==> run_1/zoom.png <==
Bar = 10 microns. Region (10, 19) to (35, 44) microns. Cells in grey, sequential cells in the stronger grey; small squares are vias.
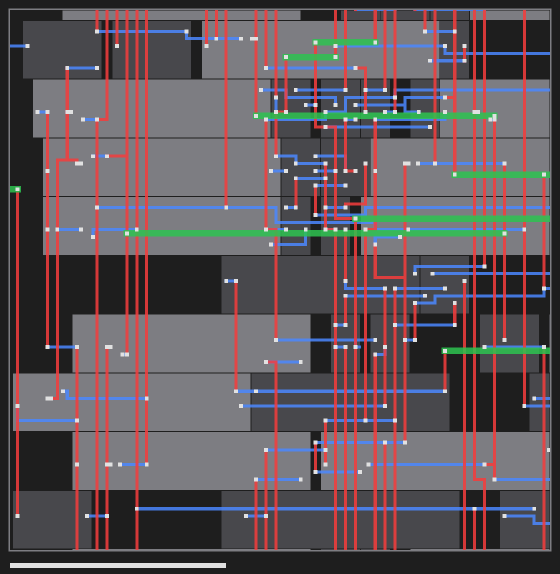
==> run_1/gate_families.png <==
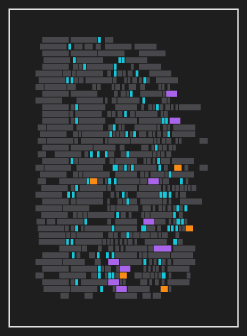
==> run_1/registers.png <==
Bar = 20 microns. Other sequential cells in the stronger grey, the rest of the logic in the fainter grey.
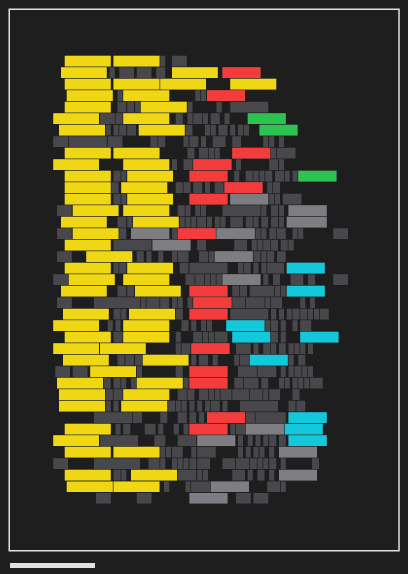
==> run_1/port_nets.png <==
Bar = 20 microns.
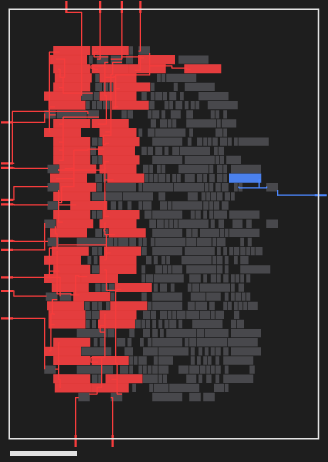
<file path="config.mk">
export PLATFORM = sky130hd
export DESIGN_NAME = out_port_tx
export DESIGN_NICKNAME = d
export VERILOG_FILES = /design/src/rtl/out_port_tx_pkg.sv /design/src/rtl/out_port_tx_fifo.sv /design/src/rtl/out_port_tx.sv
export SDC_FILE = /design/constraint.sdc
export NUM_CORES = 1
export LEC_CHECK = 0
export ABC_AREA = 1
export CORE_ASPECT_RATIO = 1.5
export CORE_MARGIN = 10
export CORE_UTILIZATION = 59
export DETAILED_ROUTE_END_ITERATION = 16
export PLACE_DENSITY = 0.84
export SYNTH_ARGS = -nofsm -noshare
export SYNTH_HDL_FRONTEND = slang
export SYNTH_SLANG_ARGS = --single-unit
</file>
<file path="constraint.sdc">
create_clock -name CLK -period 2.8 [get_ports CLK]
set_clock_uncertainty 0.1 [all_clocks]
set_input_delay 0.84 -clock CLK [delete_from_list [all_inputs] [get_ports CLK]]
set_output_delay 0.84 -clock CLK [all_outputs]
set_load 0.01 [all_outputs]
</file>
<file path="src/rtl/out_port_tx_pkg.sv">
// Shared definitions for out_port_tx: FSM state encodings, serial line levels and frame constants.
// Defining OUT_PORT_TX_PARITY_EN adds the PARITY state to the encoding.
package out_port_tx_pkg;

    localparam int   BITS_PER_BYTE        = 8;
    localparam int   DEFAULT_CLKS_PER_BIT = 434;
    localparam logic START_BIT            = 1'b0;
    localparam logic STOP_BIT             = 1'b1;

    typedef enum logic [2:0] {
        ST_IDLE   = 3'd0,
        ST_START  = 3'd1,
        ST_DATA   = 3'd2,
`ifdef OUT_PORT_TX_PARITY_EN
        ST_PARITY = 3'd3,
`endif
        ST_STOP   = 3'd4
    } tx_state_t;

endpackage

</file>
<file path="src/rtl/out_port_tx_fifo.sv">
// tx_fifo: synchronous word FIFO between the processor output strobe and the serialiser.
// A push while full is accepted only when a pop happens on the same edge.
module tx_fifo #(
    parameter int DataWidth = 16,
    parameter int FifoDepth = 4
) (
    input  logic                 CLK,
    input  logic                 RESET,
    input  logic                 push,
    input  logic                 pop,
    input  logic [DataWidth-1:0] din,
    output logic [DataWidth-1:0] head,
    output logic                 full,
    output logic                 empty
);

    localparam int PtrW = $clog2(FifoDepth);
    localparam int CntW = $clog2(FifoDepth + 1);
    localparam logic [CntW-1:0] DepthCount = CntW'(FifoDepth);

    logic [DataWidth-1:0] mem [FifoDepth];
    logic [PtrW-1:0]      wr_ptr;
    logic [PtrW-1:0]      rd_ptr;
    logic [CntW-1:0]      count;
    logic                 do_push;
    logic                 do_pop;

    assign full    = (count == DepthCount);
    assign empty   = (count == '0);
    assign do_pop  = pop && !empty;
    assign do_push = push && (!full || do_pop);
    assign head    = mem[rd_ptr];

    always_ff @(posedge CLK) begin
        if (do_push)
            mem[wr_ptr] <= din;
    end

    // Pointers wrap naturally because the depth is a power of two; count saturates by construction.
    always_ff @(posedge CLK or negedge RESET) begin
        if (!RESET) begin
            wr_ptr <= '0;
            rd_ptr <= '0;
            count  <= '0;
        end else begin
            if (do_push)
                wr_ptr <= wr_ptr + PtrW'(1);
            if (do_pop)
                rd_ptr <= rd_ptr + PtrW'(1);
            case ({do_push, do_pop})
                2'b10:   count <= count + CntW'(1);
                2'b01:   count <= count - CntW'(1);
                default: count <= count;
            endcase
        end
    end

endmodule

</file>
<file path="src/rtl/out_port_tx.sv">
// out_port_tx: buffers OUT-instruction words and sends them on TXD, low byte first, LSB first.
// Build with OUT_PORT_TX_PARITY_EN for an even-parity bit between the data bits and STOP.
module out_port_tx
    import out_port_tx_pkg::*;
#(
    parameter int DataWidth  = 16,
    parameter int ClksPerBit = DEFAULT_CLKS_PER_BIT,
    parameter int FifoDepth  = 4
) (
    input  logic                 CLK,
    input  logic                 RESET,
    input  logic [DataWidth-1:0] DATA,
    input  logic                 LOAD,
    output logic                 TXD,
    output logic                 BUSY,
    output logic                 FULL,
    output logic                 OVERRUN
);

    localparam int BytesPerWord = DataWidth / BITS_PER_BYTE;
    localparam int BaudW        = $clog2(ClksPerBit);
    localparam int ByteW        = (BytesPerWord > 1) ? $clog2(BytesPerWord) : 1;
    localparam logic [BaudW-1:0] BaudLast = BaudW'(ClksPerBit - 1);
    localparam logic [2:0]       BitLast  = 3'(BITS_PER_BYTE - 1);
    localparam logic [ByteW-1:0] ByteLast = ByteW'(BytesPerWord - 1);

    tx_state_t            state;
    logic [BaudW-1:0]     baud_cnt;
    logic [2:0]           bit_cnt;
    logic [ByteW-1:0]     byte_cnt;
    logic [DataWidth-1:0] shift_reg;
    logic [DataWidth-1:0] fifo_head;
    logic                 fifo_full;
    logic                 fifo_empty;
    logic                 baud_done;
    logic                 last_byte;
    logic                 pop;
`ifdef OUT_PORT_TX_PARITY_EN
    logic                 parity_bit;
`endif

    assign baud_done = (baud_cnt == BaudLast);
    assign last_byte = (byte_cnt == ByteLast);
    // Popping at the end of the last STOP lets the next word start with no idle cycle.
    assign pop  = !fifo_empty &&
                  ((state == ST_IDLE) || ((state == ST_STOP) && baud_done && last_byte));
    assign FULL = fifo_full;

    tx_fifo #(
        .DataWidth(DataWidth),
        .FifoDepth(FifoDepth)
    ) u_fifo (
        .CLK   (CLK),
        .RESET (RESET),
        .push  (LOAD),
        .pop   (pop),
        .din   (DATA),
        .head  (fifo_head),
        .full  (fifo_full),
        .empty (fifo_empty)
    );

    always_ff @(posedge CLK or negedge RESET) begin
        if (!RESET)
            OVERRUN <= 1'b0;
        else if (LOAD && fifo_full && !pop)
            OVERRUN <= 1'b1;
    end

    always_ff @(posedge CLK or negedge RESET) begin
        if (!RESET) begin
            state     <= ST_IDLE;
            baud_cnt  <= '0;
            bit_cnt   <= '0;
            byte_cnt  <= '0;
            shift_reg <= '0;
            TXD       <= STOP_BIT;
            BUSY      <= 1'b0;
`ifdef OUT_PORT_TX_PARITY_EN
            parity_bit <= 1'b0;
`endif
        end else if (pop) begin
            shift_reg <= fifo_head;
            byte_cnt  <= '0;
            baud_cnt  <= '0;
            state     <= ST_START;
            TXD       <= START_BIT;
            BUSY      <= 1'b1;
`ifdef OUT_PORT_TX_PARITY_EN
            parity_bit <= ^fifo_head[BITS_PER_BYTE-1:0];
`endif
        end else if (state != ST_IDLE) begin
            if (!baud_done) begin
                baud_cnt <= baud_cnt + BaudW'(1);
            end else begin
                baud_cnt <= '0;
                // The shift register is consumed one bit per data slot, so after a byte its low
                // eight bits already hold the next byte of the word.
                case (state)
                    ST_START: begin
                        state   <= ST_DATA;
                        bit_cnt <= '0;
                        TXD     <= shift_reg[0];
                    end
                    ST_DATA: begin
                        shift_reg <= shift_reg >> 1;
                        if (bit_cnt == BitLast) begin
`ifdef OUT_PORT_TX_PARITY_EN
                            state <= ST_PARITY;
                            TXD   <= parity_bit;
`else
                            state <= ST_STOP;
                            TXD   <= STOP_BIT;
`endif
                        end else begin
                            bit_cnt <= bit_cnt + 3'd1;
                            TXD     <= shift_reg[1];
                        end
                    end
`ifdef OUT_PORT_TX_PARITY_EN
                    ST_PARITY: begin
                        state <= ST_STOP;
                        TXD   <= STOP_BIT;
                    end
`endif
                    ST_STOP: begin
                        if (!last_byte) begin
                            byte_cnt <= byte_cnt + ByteW'(1);
                            state    <= ST_START;
                            TXD      <= START_BIT;
`ifdef OUT_PORT_TX_PARITY_EN
                            parity_bit <= ^shift_reg[BITS_PER_BYTE-1:0];
`endif
                        end else begin
                            state <= ST_IDLE;
                            BUSY  <= 1'b0;
                        end
                    end
                    default: state <= ST_IDLE;
                endcase
            end
        end
    end

endmodule

</file>
==> out/metrics.cfg, run 1 <==
[status]
outcome=completed

[synth]
synth-main-ff-cell=edfxtp_1
yosysCellCount=424
syn_area_sq_um=4561
syn_area_per_cell_sq_um=10.76
synth_warnings=0
top_cell_area_share_pct=42.14
ys_async_sr_fraction_pct=39.62
synthCells=424
ys_seq_share_pct=65.21
largest_area_cell=edfxtp_1
synthDistinctLibCells=32
ys_top_cells_by_area=edfxtp_1, dfrtp_1, nor2_1
edf_count=64
ys_area_sq_um=4561
ys_ff=106
synth_nets=452

[critical_path]
r2r-start=baud_cnt[1]$_DFFE_PN0N_
rrSetupSlack_ns=0.37
endpoint_kind=output pin
path_max_fanout=3
crit_required_ns=1.86
worstSetupPathType=reg -> out
r2r_cells=16
startpoint_type=flip-flop
cp.arrival_ns=1.67
timing.rr.end=u_fifo.count[2]$_DFFE_PN0P_

[clock_tree]
cts_buffer_depth=2
insertion_delay_ns=0.34
cts_tree=built
clk_pin_slew_ns=0.07
numCtsBuffers=9
clock_sinks=106
post_cts_buffers=0
cts_root_buffer=clkbuf_16
hold_buffers=0
cts_resized=0
htreeDepth=3

[route]
dr.pass1.iters=5
antenna_left=0
vias=3078
drtIter0Drc=286
wire_per_inst_microns=15.49
avgViaCountPerCell=5.516
drc=0
routed_wl_mm=8.642

[placed_design]
place.gp.congestion=0.7895
place_area_sq_um=4891
dp_slack_ns=0.1977
port_buffers=22
place_hpwl_mm=5.556
numPlacedInstances=542

[cells_and_area]
instances_no_fill=558
fin_area_sq_um=5215
largest_register_ffs=64
antennaDiodeCount=0
drive_above_1_share_pct=8.772
area_growth_pct=14.35
nNetsFinal=479

[global_route]
antenna_found_initial=0
grt_max_degree=34
grt-ovfl-total=0
grt_pass1_wl_mm=14.68
grt_use_total_pct=15.56
grt_pass1_vias=3143

[job]
max-cap-violations=0
warning_count=30

[floorplanning]
die_w_microns=91.79
coreArea_sq_um=7564
dieArea_sq_um=11720
initial_core_util_pct=60.30
pin_count=23
fp-row-count=39
fp.dieH_microns=127.7

[sta]
maxSlewHeadroom_pct=28.69
fmax_ghz=0.3827
finalSetupTns_ns=0
final.setup.worst_slack_ns=0.1867
finalHoldViolCount=0
finalSetupViolCount=0
slew_violations=0
timing.final.crit_share_pct=93.33
rsz0062_at_grt=false
fin_hold_ws_ns=0.3260
tightest_slew_ns=1.070
fin_crit_ns=2.613

[power_and_ir_drop]
ir_worst_vdd_mv=0.7380
power_density_nw_per_um2=723.3
p_leak_nw=2.066

[min_path]
hp-class=in -> async

Notes on zoom.png above:
legend:
  red:
    layer: met2
  blue:
    layer: met1
  green:
    layer: met3
netlist names of flops here include: u_fifo.mem (10)
cells with their middle in the window: 30
sequential cells in the window: 10
most frequent: edfxtp_1 (10), nor2_1 (5), o21ai_0 (4)

Notes on gate_families.png above:
legend:
  cyan:
    family: NOR gates
    cells: 79
  orange:
    family: XOR/XNOR gates
    cells: 5
  purple:
    family: adder and majority cells
    cells: 9

Notes on registers.png above:
legend:
  cyan:
    signal: baud_cnt
    placed_flops: 9
  red:
    signal: shift_reg
    placed_flops: 16
  yellow:
    signal: u_fifo.mem
    placed_flops: 64
    where: a column on the left
  green:
    signal: bit_cnt
    placed_flops: 3
not coloured: 14

Notes on port_nets.png above:
legend:
  red:
    port: DATA
    bits: 16
    direction: input
    edge: 10 left, 4 top, 2 bottom
    end_cells: 64
    buffers: 16
    wire: 781 microns
  blue:
    port: TXD
    bits: 1
    direction: output
    edge: right
    end_cells: 1
    buffers: 1
    wire: 25.1 microns

[run 1: final cells by class]
| cell class | count | area (sq um) |
|---|---|---|
| clock buffer | 10 | 229.0 |
| inverter | 33 | 123.9 |
| clock inverter | 6 | 95.09 |
| timing repair buffer | 31 | 282.8 |
| sequential | 106 | 2974 |
| fill | 536 | 2349 |
| tap | 102 | 127.6 |
| multi-input combinational | 270 | 1383 |
[run 1: cells in the mapped netlist, drive strengths merged (4+ instances only)]
cell type  instances
a21oi             12
a31oi             15
buf                7
clkbuf             8
dfrtp             41
edfxtp            64
ha                 8
inv               33
nand2             67
nand3             14
nand4              5
nor2              75
nor3               4
o21ai             43
o22ai             18
xor2               5
[run 1: worst max-delay path: stages (launching register included)]
cell	delay, ns
dfrtp_1	0.40
nor3_1	0.32
clkdlybuf4s50_1	0.61
[run 1: where the power goes]
group          switching [W]  internal, W
registers          0.0000674      0.00190
clock network       0.000558     0.000795
logic               0.000300     0.000155
[run 1: metrics by stage]
step | utilization [%] | power [W]
2_1_floorplan | - | 0.002253
3_3_place_gp | 64.66 | 0.002411
3_5_place_dp | 64.66 | 0.002444
4_1_cts | 68.95 | 0.003786
5_1_grt | 68.95 | 0.003916
6_report | 68.95 | 0.003772
[run 1: routing by layer]
layer | wire, microns | GRT usage, % | vias up | share of wire [%]
li1 | - | - | 1513 | -
met1 | 3263 | 16.67 | 1490 | 38
met2 | 4907 | 28.75 | 66 | 57
met3 | 341 | 3.927 | 9 | 3.9
met4 | 129 | 5.556 | 0 | 1.5
met5 | 0 | 0 | - | 0
[run 1: worst max-delay path by stage]
| stage | slack [ns] | from | end |
|---|---|---|---|
| 2_1_floorplan | 0.52 | baud_cnt[1]$_DFFE_PN0N_ | u_fifo.mem[0][0]$_DFFE_PP_ |
| 3_3_place_gp | 0.29 | LOAD | u_fifo.count[2]$_DFFE_PN0P_ |
| 3_5_place_dp | 0.20 | LOAD | u_fifo.count[2]$_DFFE_PN0P_ |
| 4_1_cts | 0.17 | u_fifo.count[0]$_DFFE_PN0P_ | FULL |
| 5_1_grt | 0.11 | baud_cnt[1]$_DFFE_PN0N_ | u_fifo.count[2]$_DFFE_PN0P_ |
| 6_report | 0.19 | u_fifo.count[0]$_DFFE_PN0P_ | FULL |
[run 1: cells in the final DEF (no fill, tap or decap), types with 3 or more instances in the layout]
cell and instances:
a21oi_1 10, a31oi_1 15, buf_4 9, clkbuf_16 9
clkdlybuf4s50_1 21, dfrtp_1 41, edfxtp_1 64, ha_1 8
inv_1 32, inv_6 3, nand2_1 63, nand3_1 14
nand4_1 4, nor2_1 73, nor3_1 4, o21ai_0 38
o21ai_2 3, o22ai_1 18, xor2_1 5
[run 1: kinds of logic after synthesis]
group / share of synthesized area [%]
AND/OR/NAND/NOR: 15.17
AND-OR/OR-AND: 11.33
XOR/XNOR: 0.9602
buffers and inverters: 4.472
adder cells (fa/ha/maj): 2.634
multiplexers: 0.2195
flip-flops: 65.21
==> inputs of run 2 (changes only) <==
Settings changed: CORE_UTILIZATION 59 to 45, PLACE_DENSITY 0.84 to 0.69.
==> run_2/port_nets.png <==
Bar = 20 microns.
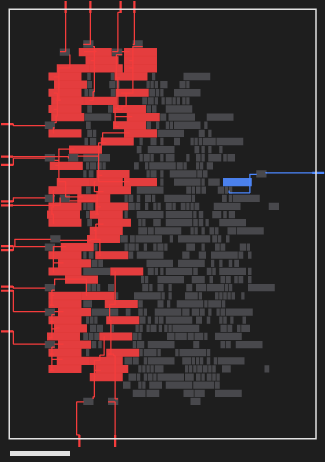
legend:
  red:
    port: DATA
    bits: 16
    direction: input
    edge: 10 left, 4 top, 2 bottom
    end_cells: 64
    buffers: 16
    wire: 671 microns
  blue:
    port: TXD
    bits: 1
    direction: output
    edge: right
    end_cells: 1
    buffers: 1
    wire: 32.0 microns

==> run_2/gate_families.png <==
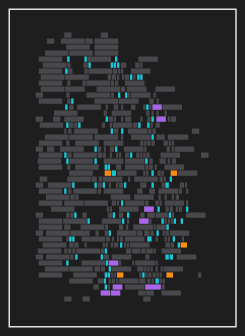
legend:
  cyan:
    family: NOR gates
    cells: 79
  orange:
    family: XOR/XNOR gates
    cells: 5
  purple:
    family: adder and majority cells
    cells: 9

==> run 2 against run 1 <==
Compared with the run above: cell count increased by 3.0%; via count decreased by 1.3%; synthesized cell count unchanged.
==> out/metrics.cfg, run 2 <==
[clock_tree]
cts_resized=0
clk_pin_slew_ns=0.07
htreeDepth=3
insertion_delay_ns=0.34
cts_root_buffer=clkbuf_16
hold_buffers=0
cts_tree=built
cts_buffer_depth=2

[cells_and_area]
fin_area_sq_um=5220
mostFrequentLayoutCells=nor2_1, edfxtp_1, nand2_1
drive_above_1_share_pct=8.952
lay_top_count=nor2_1
area_growth_pct=14.46
nNetsFinal=481
largest_register_ffs=64
antennaDiodeCount=0

[global_route]
grt-ovfl-total=0
grt_pass1_wl_mm=14.28
antenna_found_initial=0
grt_max_degree=34
grt_pass1_vias=3111

[power_and_ir_drop]
power_density_nw_per_um2=698.0
p_leak_nw=2.055
ir_worst_vdd_mv=0.4254

[synth]
syn_area_sq_um=4561
synthDistinctLibCells=32
synthCells=424
yosysCellCount=424
top_cell_area_share_pct=42.14
ys_seq_share_pct=65.21
synth-main-ff-cell=edfxtp_1
ys_area_sq_um=4561
synth_nets=452
edf_count=64
ys_ff=106
largest_area_cell=edfxtp_1

[floorplanning]
coreArea_sq_um=10020
fp-row-count=45
pin_count=23

[critical_path]
cp.arrival_ns=1.66
rrSetupSlack_ns=0.37
endpoint_kind=output pin
worstSetupPathType=reg -> out
crit_path_cell_trace=nor3_1, clkdlybuf4s50_1
path_max_fanout=3
startpoint_type=flip-flop

[route]
wire_per_inst_microns=14.35
drtIter0Drc=182
avgViaCountPerCell=5.282

[status]
outcome=completed

[sta]
finalHoldViolCount=0
finalSetupViolCount=0
finalSetupTns_ns=0
fmax_ghz=0.3840
slew_violations=0
fin_crit_ns=2.604

[job]
max-cap-violations=0

[min_path]
hp-class=reg -> reg

[placed_design]
place_area_sq_um=4925
place.gp.congestion=0.7575

[run 2: final timing paths]
check | from | endpoint | cells past startpoint
setup / recovery | u_fifo.count[0]$_DFFE_PN0P_ | FULL | 2
hold / removal | TXD$_DFFE_PN1P_ | TXD$_DFFE_PN1P_ | 2
setup reg to reg | baud_cnt[1]$_DFFE_PN0N_ | u_fifo.count[2]$_DFFE_PN0P_ | 16
hold reg to reg | TXD$_DFFE_PN1P_ | TXD$_DFFE_PN1P_ | 2
max in group asynchronous | RESET | u_fifo.count[1]$_DFFE_PN0P_ | 2
min in group asynchronous | RESET | baud_cnt[7]$_DFFE_PN0N_ | 1
[run 2: final cells by class]
cell class	count	area, sq um
Tap cell	117	146.4
Timing Repair Buffer	33	297.8
Fill cell	882	4802
Sequential cell	106	2974
Clock buffer	10	229.0
Multi-Input combinational cell	270	1383
Inverter	33	123.9
Clock inverter	6	66.31
[run 2: cell families (layout without fill, tap and decap cells)]
group / after synthesis / count (layout) / synth area share, %
and+or+nand+nor: 166 / 166 / 15.17
DFF: 106 / 106 / 65.21
AOI/OAI and AO/OA: 89 / 89 / 11.33
buffers and inverters: 48 / 82 / 4.472
adders and majority gates: 9 / 9 / 2.634
xor gates and xnor gates: 5 / 5 / 0.9602
muxes: 1 / 1 / 0.2195
[run 2: report_power, final]
group / total, W / internal, W / leakage [nW] / switching, W
Combinational: 0.000447 / 0.000155 / 0.830 / 0.000292
Clock: 0.00124 / 0.000695 / 0.137 / 0.000542
Sequential: 0.00196 / 0.00190 / 1.09 / 0.0000629
[run 2: per-layer routing]
layer | GRT usage [%] | routed length (microns) | up-vias
li1 | - | - | 1523
met1 | 13.63 | 3454 | 1468
met2 | 22.04 | 4448 | 38
met3 | 2.162 | 223 | 8
met4 | 5.142 | 124 | 0
met5 | 0 | 0 | -
[run 2: stage by stage]
step	cells	util (%)	setup WS [ns]	total power, W
3_3_place_gp	559	49.14	0.2831	0.002418
6_report	575	52.08	0.1958	0.003644
2_1_floorplan	424	-	0.5158	0.002253
5_1_grt	575	52.08	0.09841	0.003831
4_1_cts	575	52.08	0.1701	0.003676
3_5_place_dp	559	49.14	0.2105	0.002449
[run 2: critical path, delay by kind of cell (launching register included)]
kind / cells / cell delay (ns)
flops: 1 / 0.41
buf+inv: 1 / 0.61
simple gates: 1 / 0.31
No activity file was given, so power comes from the tool's default toggle rates.
